**A small window of the routed layout**

Window x 44 to 69, y 7 to 32 um. Cells in grey, sequential cells in the stronger grey; small squares are vias.
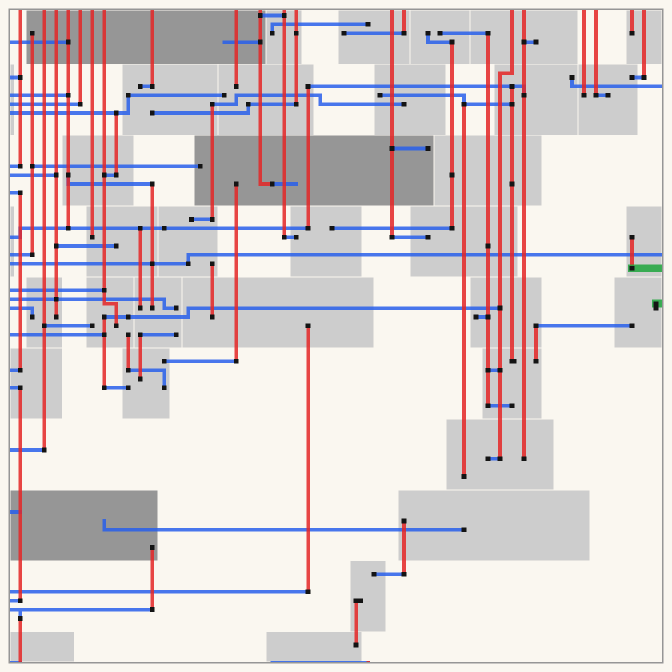
**Floorplan with the power grid**

Scale bar: 20 um. Pins as bars on the die edge. Tap cells in grey.
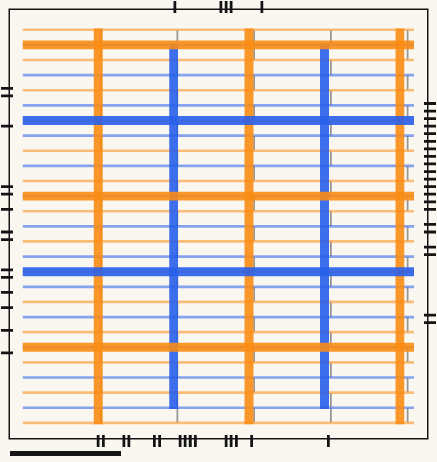
<file path="src/rtl/proc_pkg.sv">
// ---------------------------------------------------------------------------
// proc_pkg
// Shared definitions for the instruction-memory boot loader slice.
//   INSTR_W      width of one instruction word
//   IMEM_ADDR_W  instruction memory address width
//   IMEM_DEPTH   number of words in the instruction memory
//   WCOUNT_W     width of the words-loaded counter (must hold IMEM_DEPTH)
//   loader_state_t  loader FSM state encoding
//   length_ok()  legality test for the program-length byte
// ---------------------------------------------------------------------------
package proc_pkg;

  localparam int INSTR_W     = 17;
  localparam int IMEM_ADDR_W = 6;
  localparam int IMEM_DEPTH  = 64;
  localparam int WCOUNT_W    = 7;

  typedef enum logic [2:0] {
    ST_IDLE,
    ST_GET_LEN,
    ST_GET_B0,
    ST_GET_B1,
    ST_GET_B2,
    ST_WRITE,
    ST_DONE,
    ST_ERROR
  } loader_state_t;

  // A program must contain at least one word and must fit in the memory.
  function automatic logic length_ok(input logic [7:0] n, input int depth);
    return (n != 8'd0) && ({24'd0, n} <= unsigned'(depth));
  endfunction

endpackage

</file>
<file path="src/rtl/instr_mem_loader_if.sv">
// ---------------------------------------------------------------------------
// instr_mem_loader_if
// Bundles every non-clock signal of the boot loader.
//   start_load   begin a load (1-cycle pulse)
//   rx_valid/rx_byte/rx_ready   byte stream from the UART receiver
//   cpu_addr/cpu_read           CPU fetch port
//   mem_addr/mem_wdata/mem_we/mem_read   instruction memory port
//   cpu_hold/load_done/load_error/words_loaded   status towards the CPU
// Modports: slave = the loader itself, master = everything around it.
// ---------------------------------------------------------------------------
interface instr_mem_loader_if;
  import proc_pkg::*;

  logic                   start_load;
  logic                   rx_valid;
  logic [7:0]             rx_byte;
  logic                   rx_ready;
  logic [IMEM_ADDR_W-1:0] cpu_addr;
  logic                   cpu_read;
  logic [IMEM_ADDR_W-1:0] mem_addr;
  logic [INSTR_W-1:0]     mem_wdata;
  logic                   mem_we;
  logic                   mem_read;
  logic                   cpu_hold;
  logic                   load_done;
  logic                   load_error;
  logic [WCOUNT_W-1:0]    words_loaded;

  modport slave (
    input  start_load, rx_valid, rx_byte, cpu_addr, cpu_read,
    output rx_ready, mem_addr, mem_wdata, mem_we, mem_read,
           cpu_hold, load_done, load_error, words_loaded
  );

  modport master (
    output start_load, rx_valid, rx_byte, cpu_addr, cpu_read,
    input  rx_ready, mem_addr, mem_wdata, mem_we, mem_read,
           cpu_hold, load_done, load_error, words_loaded
  );

endinterface

</file>
<file path="src/rtl/imem_port_mux.sv">
// ---------------------------------------------------------------------------
// imem_port_mux
// Combinational owner select for the instruction memory port.
//   cpu_hold  in   1       1 = loader owns the port, 0 = CPU owns it
//   cpu_addr  in   ADDR_W  CPU fetch address
//   cpu_read  in   1       CPU fetch strobe
//   ldr_addr  in   ADDR_W  loader write address
//   ldr_we    in   1       loader write enable
//   mem_addr  out  ADDR_W  memory address
//   mem_read  out  1       memory read strobe
//   mem_we    out  1       memory write enable
// ---------------------------------------------------------------------------
module imem_port_mux #(
  parameter int ADDR_W = 6
) (
  input  logic              cpu_hold,
  input  logic [ADDR_W-1:0] cpu_addr,
  input  logic              cpu_read,
  input  logic [ADDR_W-1:0] ldr_addr,
  input  logic              ldr_we,
  output logic [ADDR_W-1:0] mem_addr,
  output logic              mem_read,
  output logic              mem_we
);

  // While the CPU is held the loader drives the address and may write, and
  // fetches are suppressed; otherwise the CPU fetch port passes straight
  // through and writes are impossible.
  always_comb begin
    mem_addr = cpu_addr;
    mem_read = cpu_read;
    mem_we   = 1'b0;
    if (cpu_hold) begin
      mem_addr = ldr_addr;
      mem_read = 1'b0;
      mem_we   = ldr_we;
    end
  end

endmodule

</file>
<file path="src/rtl/instr_mem_loader.sv">
// ---------------------------------------------------------------------------
// instr_mem_loader
// Boot loader and port arbiter for the instruction memory. After start_load
// it receives a length byte N followed by N instructions of 3 bytes each
// (bit 16 from byte 0 bit 0, then bits 15:8, then bits 7:0) and writes them
// to consecutive addresses from 0, holding the CPU off the fetch port. Outside
// a load the CPU fetch port passes straight through to the memory.
// Ports:
//   clk   in  system clock, rising edge
//   rst   in  asynchronous active-high reset
//   bus   instr_mem_loader_if.slave (byte stream, CPU port, memory port, status)
// ---------------------------------------------------------------------------
module instr_mem_loader
  import proc_pkg::*;
#(
  parameter int ADDR_W = IMEM_ADDR_W,
  parameter int DATA_W = INSTR_W,
  parameter int DEPTH  = IMEM_DEPTH
) (
  input  logic                clk,
  input  logic                rst,
  instr_mem_loader_if.slave   bus
);

  loader_state_t       state_q, state_d;
  logic [ADDR_W-1:0]   addr_q;
  logic [7:0]          len_q;
  logic [WCOUNT_W-1:0] words_q;
  logic [DATA_W-1:0]   instr_q;

  logic                rx_ready;
  logic                hold;
  logic                accept;
  logic                start_ok;
  logic                last_word;
  logic                ldr_we;
  logic [ADDR_W-1:0]   mux_addr;
  logic                mux_read;
  logic                mux_we;

  assign accept    = bus.rx_valid && rx_ready;
  assign start_ok  = bus.start_load &&
                     (state_q inside {ST_IDLE, ST_DONE, ST_ERROR});
  assign last_word = (({1'b0, words_q} + 8'd1) == len_q);
  assign ldr_we    = (state_q == ST_WRITE);

  // State register; reset drops straight back to IDLE, abandoning any load
  // in progress (whatever was already written stays in memory).
  always_ff @(posedge clk or posedge rst) begin
    if (rst) begin
      state_q <= ST_IDLE;
    end else begin
      state_q <= state_d;
    end
  end

  // Next-state and Moore outputs. Receive states wait indefinitely for a byte;
  // WRITE always lasts one cycle and never takes a byte, so the source holds
  // it until GET_B0. The CPU is held from GET_LEN through WRITE and in ERROR.
  always_comb begin
    state_d  = state_q;
    rx_ready = 1'b0;
    hold     = 1'b0;
    unique case (state_q)
      ST_IDLE: begin
        if (start_ok) state_d = ST_GET_LEN;
      end
      ST_GET_LEN: begin
        rx_ready = 1'b1;
        hold     = 1'b1;
        if (accept) begin
          state_d = length_ok(bus.rx_byte, DEPTH) ? ST_GET_B0 : ST_ERROR;
        end
      end
      ST_GET_B0: begin
        rx_ready = 1'b1;
        hold     = 1'b1;
        if (accept) state_d = ST_GET_B1;
      end
      ST_GET_B1: begin
        rx_ready = 1'b1;
        hold     = 1'b1;
        if (accept) state_d = ST_GET_B2;
      end
      ST_GET_B2: begin
        rx_ready = 1'b1;
        hold     = 1'b1;
        if (accept) state_d = ST_WRITE;
      end
      ST_WRITE: begin
        hold    = 1'b1;
        state_d = last_word ? ST_DONE : ST_GET_B0;
      end
      ST_DONE: begin
        if (start_ok) state_d = ST_GET_LEN;
      end
      ST_ERROR: begin
        hold = 1'b1;
        if (start_ok) state_d = ST_GET_LEN;
      end
      default: begin
        state_d = ST_IDLE;
      end
    endcase
  end

  // Datapath: a new load clears the write pointer and word count, the length
  // byte is latched as received, the instruction is assembled byte by byte,
  // and each WRITE cycle bumps the pointer and count. The last write lands
  // at N-1, so the pointer never needs to wrap while it is in use.
  always_ff @(posedge clk or posedge rst) begin
    if (rst) begin
      addr_q  <= '0;
      len_q   <= '0;
      words_q <= '0;
      instr_q <= '0;
    end else begin
      if (start_ok) begin
        addr_q  <= '0;
        words_q <= '0;
      end
      unique case (state_q)
        ST_GET_LEN: if (accept) len_q <= bus.rx_byte;
        ST_GET_B0:  if (accept) instr_q[DATA_W-1] <= bus.rx_byte[0];
        ST_GET_B1:  if (accept) instr_q[DATA_W-2 -: 8] <= bus.rx_byte;
        ST_GET_B2:  if (accept) instr_q[7:0] <= bus.rx_byte;
        ST_WRITE: begin
          addr_q  <= addr_q + ADDR_W'(1);
          words_q <= words_q + WCOUNT_W'(1);
        end
        default: ;
      endcase
    end
  end

  imem_port_mux #(
    .ADDR_W (ADDR_W)
  ) u_port_mux (
    .cpu_hold (hold),
    .cpu_addr (bus.cpu_addr),
    .cpu_read (bus.cpu_read),
    .ldr_addr (addr_q),
    .ldr_we   (ldr_we),
    .mem_addr (mux_addr),
    .mem_read (mux_read),
    .mem_we   (mux_we)
  );

  assign bus.rx_ready     = rx_ready;
  assign bus.cpu_hold     = hold;
  assign bus.mem_addr     = mux_addr;
  assign bus.mem_read     = mux_read;
  assign bus.mem_we       = mux_we;
  assign bus.mem_wdata    = instr_q;
  assign bus.load_done    = (state_q == ST_DONE);
  assign bus.load_error   = (state_q == ST_ERROR);
  assign bus.words_loaded = words_q;

endmodule

</file>
<file path="src/flat_wrapper.sv">
// flat-port wrapper written by rule: the top's interface ports become plain ports
module instr_mem_loader_flat import proc_pkg::*;
#(
  parameter int ADDR_W = IMEM_ADDR_W,
  parameter int DATA_W = INSTR_W,
  parameter int DEPTH  = IMEM_DEPTH
)
  (clk, rst, bus_start_load, bus_rx_valid, bus_rx_byte, bus_cpu_addr, bus_cpu_read, bus_rx_ready, bus_mem_addr, bus_mem_wdata, bus_mem_we, bus_mem_read, bus_cpu_hold, bus_load_done, bus_load_error, bus_words_loaded);
  instr_mem_loader_if bus_i ();
  input  logic clk;
  input  logic rst;
  input wire logic [$bits(bus_i.start_load)-1:0] bus_start_load;
  input wire logic [$bits(bus_i.rx_valid)-1:0] bus_rx_valid;
  input wire logic [$bits(bus_i.rx_byte)-1:0] bus_rx_byte;
  input wire logic [$bits(bus_i.cpu_addr)-1:0] bus_cpu_addr;
  input wire logic [$bits(bus_i.cpu_read)-1:0] bus_cpu_read;
  output wire logic [$bits(bus_i.rx_ready)-1:0] bus_rx_ready;
  output wire logic [$bits(bus_i.mem_addr)-1:0] bus_mem_addr;
  output wire logic [$bits(bus_i.mem_wdata)-1:0] bus_mem_wdata;
  output wire logic [$bits(bus_i.mem_we)-1:0] bus_mem_we;
  output wire logic [$bits(bus_i.mem_read)-1:0] bus_mem_read;
  output wire logic [$bits(bus_i.cpu_hold)-1:0] bus_cpu_hold;
  output wire logic [$bits(bus_i.load_done)-1:0] bus_load_done;
  output wire logic [$bits(bus_i.load_error)-1:0] bus_load_error;
  output wire logic [$bits(bus_i.words_loaded)-1:0] bus_words_loaded;
  assign bus_i.start_load = bus_start_load;
  assign bus_i.rx_valid = bus_rx_valid;
  assign bus_i.rx_byte = bus_rx_byte;
  assign bus_i.cpu_addr = bus_cpu_addr;
  assign bus_i.cpu_read = bus_cpu_read;
  assign bus_rx_ready = bus_i.rx_ready;
  assign bus_mem_addr = bus_i.mem_addr;
  assign bus_mem_wdata = bus_i.mem_wdata;
  assign bus_mem_we = bus_i.mem_we;
  assign bus_mem_read = bus_i.mem_read;
  assign bus_cpu_hold = bus_i.cpu_hold;
  assign bus_load_done = bus_i.load_done;
  assign bus_load_error = bus_i.load_error;
  assign bus_words_loaded = bus_i.words_loaded;
  instr_mem_loader #(.ADDR_W(ADDR_W), .DATA_W(DATA_W), .DEPTH(DEPTH)) u_core (.clk(clk), .rst(rst), .bus(bus_i));
endmodule
</file>
<file path="config.mk">
export PLATFORM = sky130hd
export DESIGN_NAME = instr_mem_loader_flat
export DESIGN_NICKNAME = d
export VERILOG_FILES = /design/src/rtl/proc_pkg.sv /design/src/rtl/instr_mem_loader_if.sv /design/src/rtl/imem_port_mux.sv /design/src/rtl/instr_mem_loader.sv /design/src/flat_wrapper.sv
export SDC_FILE = /design/constraint.sdc
export NUM_CORES = 1
export LEC_CHECK = 0
export ABC_AREA = 0
export CAP_MARGIN = 20
export CORE_AREA = 2 2 73 75
export CTS_CLUSTER_DIAMETER = 100
export DETAILED_ROUTE_END_ITERATION = 8
export DIE_AREA = 0 0 75 77
export PLACE_DENSITY = 0.72
export SYNTH_ARGS = -nofsm -noshare
export SYNTH_HDL_FRONTEND = slang
export SYNTH_SLANG_ARGS = --single-unit
</file>
<file path="constraint.sdc">
create_clock -name clk -period 2.3 [get_ports clk]
set_clock_uncertainty 0.2 [all_clocks]
set_input_delay 0.69 -clock clk [delete_from_list [all_inputs] [get_ports clk]]
set_output_delay 0.69 -clock clk [all_outputs]
set_load 0.01 [all_outputs]
</file>
==> out/metrics.yaml <==
status: "finished, violations left"
violations: "setup timing"
final_antenna_net_count: 0
dp.cells: 337
fp_nets: 212
num_vias: 1756
comb_area_um2: 1080
cts_made_buffers: 5
top_area_cell: "dfrtp_1"
non_clock_buffer_count: 89
max_freq_mhz: 389
top_cells_by_area: "dfrtp_1 (49%), mux2_2 (17%), xnor2_1 (4.2%)"
post_cts_buffers: 3
flop-count: 41
clkSlewWorstSetupHoldPaths_ns: 0.09
crit_arrival_ns: 1.68
cts_resized: 69
dp_hpwl_um: 3590
clockRootBuffer: "clkbuf_8"
crit_fanout: 7
start_kind: "flop"
power.density_nw_per_um2: 1260
dp_slack_ns: -0.480
gp_congestion: 0.841
ys_ff: 41
hp-class: "reg -> reg"
wl_met1_um: 2240
yosys_area_um2: 2100
clk_latency_ns: 0.30
critical_path_required_ns: 1.41
die-area_um2: 5780
avgSynthCellArea_um2: 11.0
remaining_drc_errors: 0
max-cap-violations: 0
synth.top_cells.by_count: "dfrtp_1 (41), mux2_2 (31), o21ai_0 (17), nand2_1 (15), nor2_1 (12)"
cpMostUsedCell: "buf_6"
antenna_found_initial: 0
setup_viol: 8
setup_tns_ns: -1.92
setup_ws_ns: -0.270
clock-sinks: 41
route.met2.wl_um: 2600
grt_overflow_total: 0
drt-total-wl_um: 5150
slowest_stage: "dfrtp_1"
cts_tree: "built"
final-clk-cell-share_pct: 3.65
top_cell: "dfrtp_1"
layout.area.seq_um2: 1030
period_used_pct: 112
ys_cells: 191
use_met2_pct: 31.5
areaGrowthSynthToFinish_pct: 50.4
p_leak_nw: 1.37
num_io_pins: 55
worstReg2RegStart: "u_core.state_q[1]"
synthDistinctLibCells: 41
synthFlopType: "dfrtp_1"
fin_crit_ns: 2.57
timing.hold.ws_ns: 0.281
async_flop_share_pct: 100
fin_nets: 300
syn_inst: 191
drv_slew: 0
edf_count: 0
wl_per_cell_um: 14.7
grt_use_total_pct: 18.8
drtIter0Drc: 143
yosys.stat.seqShare_pct: 48.9
met3_length_um: 262
highest_layer: "met4"
stdcell_area_um2: 3160
yosys_warnings: 0
n_clock_buffer: 5
warnings: 28
cpPeakStageDelay_ns: 0.40
comb_share_pct: 34.3
nNonClkInverters: 4
grt_start_max_net_pins: 42
logic_gate_count: 138
drive_above_1_share_pct: 35.7
fin_cells: 350
grt_pass1_vias: 1737
placementRows: 26
cts.htree.levels: 2
largestClassByArea: "combinational gates"
path_buffers: 2
utilization_pct: 63.4
grt_use_met1_pct: 23.8
via_per_inst: 5.02
crit_path_start: "u_core.state_q[1]"
rsz0062_at_grt: "true"
clock_path_buffers: 2
antenna_cells: 0
initial_core_util_pct: 42.2
netlist.area_leader.share_pct: 48.9
final-nonclk-buf-share_pct: 26.2
synthesis.area_um2: 2100
taps: 70
hold_viol: 0
placed_area_um2: 2940
busiest_layer: "met2"
critPathTopFamily: "flip-flops"
grtUsageMet3_pct: 3.94
port-buffer-count: 54
firstDrtPassIters: 4
postCtsHoldBufs: 0
slew_headroom_pct: 76.9
sh_seq_area_pct: 32.6
grt_pass1_wl_um: 8390
finalPower_mw: 3.97
critical_path.cell_chain: "or2_4, a21oi_4, buf_6, mux2_4, buf_6"
nFillCells: 408
min_from: "u_core.addr_q[5]"
cp-end-kind: "primary output"
crit_type: "reg -> out"
worst_pin_slew_ns: 0.343
-- 'a small window of the routed layout' (at the start) --
Key: blue = M1; green = M3; red = M2
Netlist names of flops here include u_core.state_q (2), u_core.bus.mem_wdata (1). Most frequent: buf_4 (7), buf_6 (3), dfrtp_1 (3). 31 logic cells have their middle in the window. Sequential cells in the window: 3.

-- 'floorplan with the power grid' (at the start) --
Key: blue = VDD; orange = VSS
5 straps on met4. 27 met1 rails follow the rows. The core has 26 rows. 70 tap cells.
Die Span Y: 77 um
core area: 4980 um2
Die X: 75 um
Worst VDD drop: 942 uV

-- cells in the final DEF, fill, tap and decap left out, types with 2 or more instances in the layout --
cell type        instances
clkdlybuf4s50_1         38
and3_1                   3
mux2_4                   6
buf_12                   2
mux2i_1                  2
nand2_1                 14
buf_4                   28
clkbuf_8                 5
dfrtp_1                 39
o31ai_1                  2
buf_2                    4
nand4_1                  2
nand3_1                  7
xor2_1                   6
a211oi_1                 2
nand2b_1                 2
inv_1                    3
a31oi_1                  3
ha_1                     2
mux2_2                  25
dlygate4sd2_1            2
a22o_1                   2
o21ai_0                 17
xnor2_1                 10
clkdlybuf4s15_1          2
nor2_1                  11
dfrtp_2                  2
buf_6                   12
-- flip-flops by register name (all words and copies together), names as in the netlist --
| register | flops |
|---|---|
| u_core.addr_q | 6 |
| u_core.bus.mem_wdata | 17 |
| u_core.bus.words_loaded | 7 |
| u_core.len_q | 8 |
| u_core.state_q | 3 |
-- power breakdown --
part	internal, mW	leakage [nW]	switching (mW)
Clock	0.325	0.0543	0.276
Sequential	1.01	0.511	0.181
Combinational	1.26	0.803	0.914
Total	2.59	1.37	1.37
-- logic make-up after synthesis --
group                    after synthesis  share of synthesized area, %
AND/OR/NAND/NOR                       50                          11.6
buffers and inverters                 12                          2.32
multiplexers                          33                          17.6
adder cells (fa/ha/maj)                2                          1.19
flip-flops                            41                          48.9
XOR/XNOR                              16                          6.67
AND-OR/OR-AND                         37                          11.8
-- worst paths after layout --
kind,cells after the start,endpoint,slack (ns)
min in group asynchronous,3,u_core.bus.mem_wdata[15],0.53
max in group asynchronous,3,u_core.bus.words_loaded[4],1.14
min,1,u_core.addr_q[5],0.28
max reg2reg,8,u_core.state_q[2],0.09
min reg2reg,1,u_core.addr_q[5],0.28
max,5,bus_mem_addr[2],-0.27
Power and IR drop assume default switching activity.
